**src/rtl/fifo_operand_reader.sv**
```systemverilog
// -----------------------------------------------------------------------------
// fifo_operand_reader
//
// Read-side sequencer for the 8-entry operand FIFO. Issues one single-word read
// request per operand to the FIFO control FSM and captures two consecutive
// words as ALU operands A and B. It then presents the pair to the ALU with a
// valid/ready handshake. Write-side requests are muxed onto en/rd_wr_sw
// outside this block.
//
// Parameters
//   DATA_W   width of one FIFO word and of each operand
//   TIMEOUT  cycles to wait for rd_en after a request pulse (3..7)
//
// Ports
//   clock          in   rising-edge clock
//   rst            in   asynchronous active-high reset
//   start          in   fetch one operand pair (sampled only in IDLE)
//   fifo_empty     in   FIFO empty flag from the control FSM
//   rd_en          in   read strobe; rd_data valid while high
//   rd_data        in   FIFO read data
//   op_ready       in   ALU accepts the presented operands
//   en             out  FIFO request enable, one-cycle pulse per word
//   rd_wr_sw       out  request direction, always 0 (read)
//   op_a, op_b     out  captured operands
//   op_valid       out  operands valid
//   busy           out  sequencer not in IDLE
//   underflow_err  out  sticky read timeout; cleared by reset or next start
//   pair_count     out  pairs handed off, wraps 255 -> 0
// -----------------------------------------------------------------------------
module fifo_operand_reader #(
    parameter int DATA_W  = 4,
    parameter int TIMEOUT = 4
) (
    input  logic              clock,
    input  logic              rst,
    input  logic              start,
    input  logic              fifo_empty,
    input  logic              rd_en,
    input  logic [DATA_W-1:0] rd_data,
    input  logic              op_ready,
    output logic              en,
    output logic              rd_wr_sw,
    output logic [DATA_W-1:0] op_a,
    output logic [DATA_W-1:0] op_b,
    output logic              op_valid,
    output logic              busy,
    output logic              underflow_err,
    output logic [7:0]        pair_count
);

    typedef enum logic [2:0] {
        IDLE,
        REQ_A,
        WAIT_A,
        REQ_B,
        WAIT_B,
        PRESENT
    } state_t;

    localparam logic [2:0] TMO_LOAD = 3'(TIMEOUT);

    state_t              state;
    state_t              state_next;
    logic [2:0]          tmo;
    logic [2:0]          tmo_next;
    logic                en_next;
    logic [DATA_W-1:0]   op_a_next;
    logic [DATA_W-1:0]   op_b_next;
    logic                err_next;
    logic [7:0]          pair_next;

    // Reads never share the request lines with this block's own direction.
    assign rd_wr_sw = 1'b0;

    // en is a register, so the emptiness check is made on the edge that
    // enters (or re-enters) a REQ cycle; the pulse then lines up with that
    // REQ cycle. A REQ cycle that already carries the pulse moves on to WAIT
    // and clears en, so en can never be high two cycles running.
    always_comb begin
        // NOTE: every signal gets a default before the case so no path leaves
        // it unassigned; otherwise synthesis infers a latch.
        state_next = state;
        tmo_next   = tmo;
        en_next    = 1'b0;
        op_a_next  = op_a;
        op_b_next  = op_b;
        err_next   = underflow_err;
        pair_next  = pair_count;

        case (state)
            IDLE: begin
                if (start) begin
                    state_next = REQ_A;
                    err_next   = 1'b0;
                    en_next    = !fifo_empty;
                end
            end
            REQ_A: begin
                if (en) begin
                    state_next = WAIT_A;
                    tmo_next   = TMO_LOAD;
                end else begin
                    en_next = !fifo_empty;
                end
            end
            WAIT_A: begin
                if (rd_en) begin
                    op_a_next  = rd_data;
                    state_next = REQ_B;
                    en_next    = !fifo_empty;
                end else if (tmo == 3'd1) begin
                    err_next   = 1'b1;
                    state_next = IDLE;
                end else begin
                    tmo_next = tmo - 3'd1;
                end
            end
            REQ_B: begin
                if (en) begin
                    state_next = WAIT_B;
                    tmo_next   = TMO_LOAD;
                end else begin
                    en_next = !fifo_empty;
                end
            end
            WAIT_B: begin
                if (rd_en) begin
                    op_b_next  = rd_data;
                    state_next = PRESENT;
                end else if (tmo == 3'd1) begin
                    err_next   = 1'b1;
                    state_next = IDLE;
                end else begin
                    tmo_next = tmo - 3'd1;
                end
            end
            PRESENT: begin
                if (op_ready) begin
                    pair_next  = pair_count + 8'd1;
                    state_next = IDLE;
                end
            end
            default: begin
                state_next = IDLE;
            end
        endcase
    end

    // busy and op_valid are registered copies of the next-state decode, so
    // they change on the same edge as the state itself.
    always_ff @(posedge clock or posedge rst) begin
        // NOTE: every register here, operands included, has a reset value;
        // these are plain flops, not a memory array, so resetting them is cheap.
        if (rst) begin
            state         <= IDLE;
            tmo           <= '0;
            en            <= 1'b0;
            op_a          <= '0;
            op_b          <= '0;
            op_valid      <= 1'b0;
            busy          <= 1'b0;
            underflow_err <= 1'b0;
            pair_count    <= '0;
        end else begin
            // NOTE: non-blocking assignments so every flop samples the
            // pre-edge values, independent of statement order.
            state         <= state_next;
            tmo           <= tmo_next;
            en            <= en_next;
            op_a          <= op_a_next;
            op_b          <= op_b_next;
            op_valid      <= (state_next == PRESENT);
            busy          <= (state_next != IDLE);
            underflow_err <= err_next;
            pair_count    <= pair_next;
        end
    end

endmodule

```
**config.mk**
```make
export PLATFORM = sky130hd
export DESIGN_NAME = fifo_operand_reader
export DESIGN_NICKNAME = d
export VERILOG_FILES = /design/src/rtl/fifo_operand_reader.sv
export SDC_FILE = /design/constraint.sdc
export NUM_CORES = 1
export LEC_CHECK = 0
export ABC_CLOCK_PERIOD_IN_PS = 1500
export CELL_PAD_IN_SITES_DETAIL_PLACEMENT = 2
export CELL_PAD_IN_SITES_GLOBAL_PLACEMENT = 2
export CORE_ASPECT_RATIO = 0.75
export CORE_MARGIN = 5
export CORE_UTILIZATION = 28
export DETAILED_ROUTE_END_ITERATION = 10
export GPL_TIMING_DRIVEN = 0
export PLACE_DENSITY = 0.83
export SLEW_MARGIN = 10
export SYNTH_ARGS = -nofsm -noshare
export SYNTH_HDL_FRONTEND = slang
export SYNTH_SLANG_ARGS = --single-unit
```
**constraint.sdc**
```tcl
create_clock -name clock -period 1.5 [get_ports clock]
set_clock_uncertainty 0.1 [all_clocks]
set_input_delay 0.3 -clock clock [delete_from_list [all_inputs] [get_ports clock]]
set_output_delay 0.3 -clock clock [all_outputs]
set_load 0.02 [all_outputs]
```
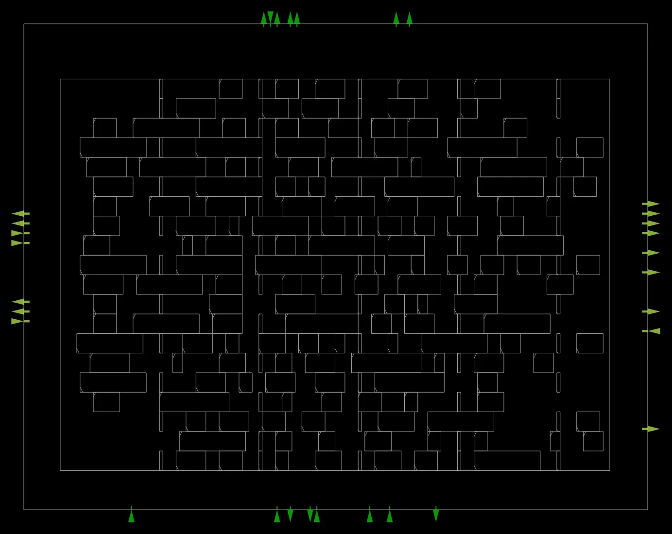
Fig. 1. Cell placement (run 1).
core area: 0.00415 sq mm
site row count: 20
# fillers: 438

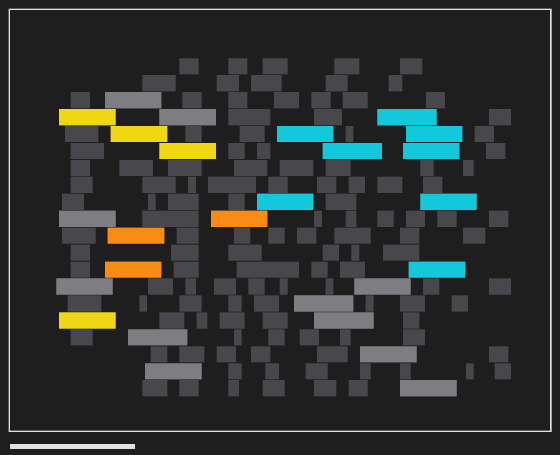
Fig. 2. Where the registers sit (run 1).
The bar under the picture is 20 microns long. Other sequential cells in the stronger grey, the rest of the logic in the fainter grey.
| colour | netlist name | flops |
|---|---|---|
| cyan | pair_count | 8 |
| orange | tmo | 3 |
| yellow | op_b | 4 |
not coloured: 11
Reg area: 657 sq um
Core Util, Final: 46.1%

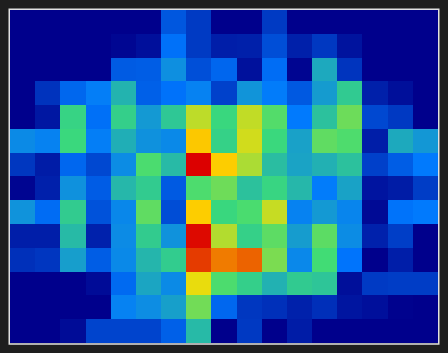
Fig. 3. Routed metal per tile (run 1).
17 x 14 tiles, from dark blue (low) to red (high), scaled to the fullest tile. Values are wire area over tile area, all layers added.
densest ninth of the die: middle
mean over tiles: 0.10
fullest tile: 0.44
nearly empty tiles: 24%
tiles over half the peak: 13%

==> CHANGELOG.md, run 1 <==
## Flow update

- Place WS: -0.763 ns
- Largest net degree at the start of global routing: 27
- Max-cap violation count: 0
- Largest cell class: combinational gates
- Adder Area Share: 3.04%
- Pleak: 0.867 nW
- DR vias: 992
- Setup ws final: -0.244 ns
- Seq pwr: 1.15 mW
- Most frequently placed logic cells in the final layout: dfrtp_1, dlygate4sd2_1, buf_4, mux2_4
- Layout cells sized above 1: 41.6%
- Vias in the first global route: 1132
- Top cells, area: dfrtp_1, mux2_2, xnor2_1
- RR Startpoint: state[2]
- Biggest regs: pair_count: 8 flops, op_a: 4 flops, op_b: 4 flops
- Combinational Area: 689 sq um
- CTS tree: yes
- Met3 usage in global routing: 3.05%
- Cts hold-fix bufs: 0
- Hold crit path type: in -> async
- Reported clock group power: 0.416 mW
- Antenna violations before repair: 0
- Unrepaired setup endpoints after global routing: true
- Registers: 26
- Placed inst area: 0.00161 sq mm
- Finish-stage setup viols: 16
- Status: finished, violations left
- Slew @ Worst Pin: 0.598 ns
- Worst endpoint required time: 1.56 ns
- Levels on crit path: 5
- Simple share: 15.3%
- Failing checks: negative setup slack
- Clock network fraction of total power: 12.2%
- Setup crit end: busy
- DR top layer: met4
- # Post-CTS Setup Buffers: 12
- Post-synth top area share: 52.7%
- PD cells: 1780 mW/mm^2
- Post-Synthesis Cell Area: 0.00123 sq mm
- Top logic family: simple AND/OR/NAND/NOR gates
- ClkCell Share: 2.35%
- Residual DRC: 0
- Psw: 1.36 mW
- WHS: 0.340 ns
- Via-to-Cell Ratio: 4.86
- Register-to-register setup slack: -0.23 ns
- Layout Cells excl Fill: 204
- Slew Limit Fails: 0
==> run 2: changes to the inputs <==
Settings changed: SLEW_MARGIN 10 to not set.
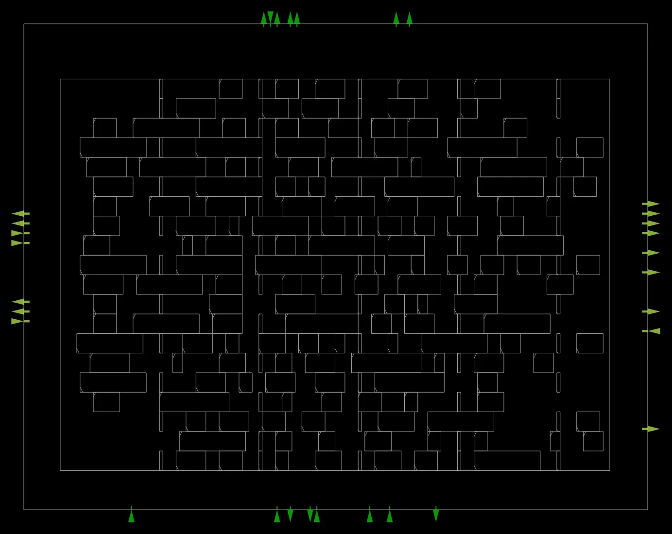
Fig. 4. Cell placement (run 2).
registers: 26
Layout Cells excl Fill: 204

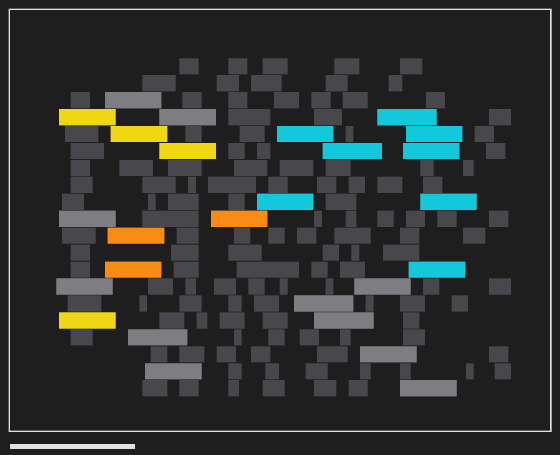
Fig. 5. Where the registers sit (run 2).
The bar under the picture is 20 microns long. Other sequential cells in the stronger grey, the rest of the logic in the fainter grey.
| colour | netlist name | flops |
|---|---|---|
| yellow | op_b | 4 |
| cyan | pair_count | 8 |
| orange | tmo | 3 |
not coloured: 11

==> CHANGELOG.md, run 2 <==
## Flow update

- Status: finished, violations left
- Failing checks: negative setup slack
- Top cells, area: dfrtp_1, mux2_2, xnor2_1
- Placed inst area: 0.00161 sq mm
- WHS: 0.340 ns
- Combinational Area: 689 sq um
- Post-Synthesis Cell Area: 0.00123 sq mm
- Psw: 1.36 mW
- Core area: 0.00415 sq mm
- Finish-stage setup viols: 16
- Clock network fraction of total power: 12.2%
- Levels on crit path: 5
- Cts hold-fix bufs: 0
- Largest cell class: combinational gates
- Core Util, Final: 46.1%
- PD cells: 1780 mW/mm^2
- Met3 usage in global routing: 3.05%
- Post-synth top area share: 52.7%
- Pleak: 0.867 nW
- Layout cells sized above 1: 41.6%
- Largest net degree at the start of global routing: 27
- Setup ws final: -0.244 ns
- Setup crit end: busy
- RR Startpoint: state[2]
- # fillers: 438
- DR top layer: met4
- Reported clock group power: 0.416 mW
- Slew Limit Fails: 0
- Site row count: 20
- Top logic family: simple AND/OR/NAND/NOR gates
- Adder Area Share: 3.04%
- CTS tree: yes
- Max-cap violation count: 0
- Simple share: 15.3%
- Fin crit share: 116%
- Unrepaired setup endpoints after global routing: true
- Residual DRC: 0
- Place WS: -0.763 ns
- Antenna violations before repair: 0
- Reg area: 657 sq um
- Worst endpoint required time: 1.56 ns
- ClkCell Share: 2.35%
- Biggest regs: pair_count: 8 flops, op_a: 4 flops, op_b: 4 flops
==> run 3: changes to the inputs <==
Settings changed: ABC_AREA set to 0.
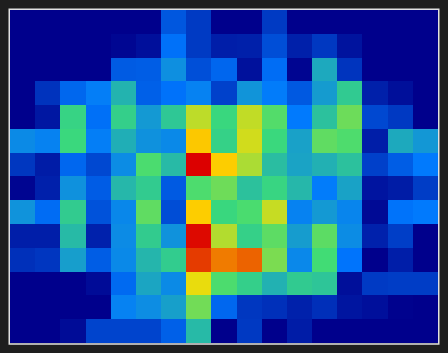
Fig. 6. Routed metal per tile (run 3).
17 x 14 tiles, from dark blue (low) to red (high), scaled to the fullest tile. Values are wire area over tile area, all layers added.
gr usage total: 14.2%
final WL: 3.92 mm
DR vias: 992
post-detailed-route wirelength per cell: 19.2 microns

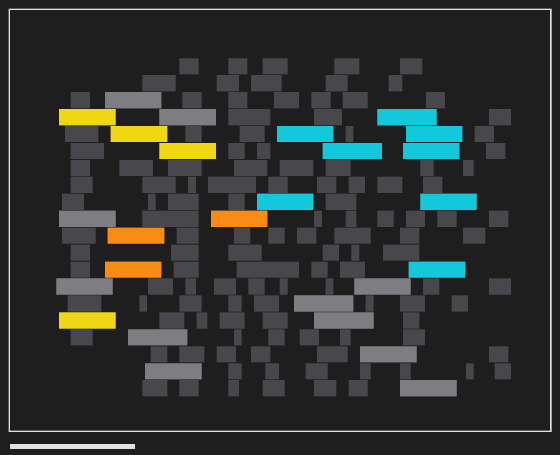
Fig. 7. Where the registers sit (run 3).
The bar under the picture is 20 microns long. Other sequential cells in the stronger grey, the rest of the logic in the fainter grey.
seq pwr: 1.15 mW
flop share of the area: 34.3%

==> CHANGELOG.md, run 3 <==
## Flow update

- Reported clock group power: 0.416 mW
- Biggest regs: pair_count: 8 flops, op_a: 4 flops, op_b: 4 flops
- Failing checks: negative setup slack
- PD cells: 1780 mW/mm^2
- Finish-stage setup viols: 16
- Unrepaired setup endpoints after global routing: true
- Layout cells sized above 1: 41.6%
- Post-Synthesis Cell Area: 0.00123 sq mm
- Clock network fraction of total power: 12.2%
- # fillers: 438
- Core area: 0.00415 sq mm
- Pleak: 0.867 nW
- Antenna violations before repair: 0
- Post-synth top area share: 52.7%
- Hold crit path type: in -> async
- Placed inst area: 0.00161 sq mm
- Combinational Area: 689 sq um
- Largest net degree at the start of global routing: 27
- Most frequently placed logic cells in the final layout: dfrtp_1, dlygate4sd2_1, buf_4, mux2_4
- Met3 usage in global routing: 3.05%
- Simple share: 15.3%
- Status: finished, violations left
- Slew Limit Fails: 0
- Core Util, Final: 46.1%
- ClkCell Share: 2.35%
- Setup crit end: busy
- WHS: 0.340 ns
- Cts hold-fix bufs: 0
- Largest cell class: combinational gates
- Vias in the first global route: 1132
- Setup ws final: -0.244 ns
- # Post-CTS Setup Buffers: 12
- Fin crit share: 116%
- Worst endpoint required time: 1.56 ns
- Top cells, area: dfrtp_1, mux2_2, xnor2_1
Power is estimated from default activity; no workload was simulated.
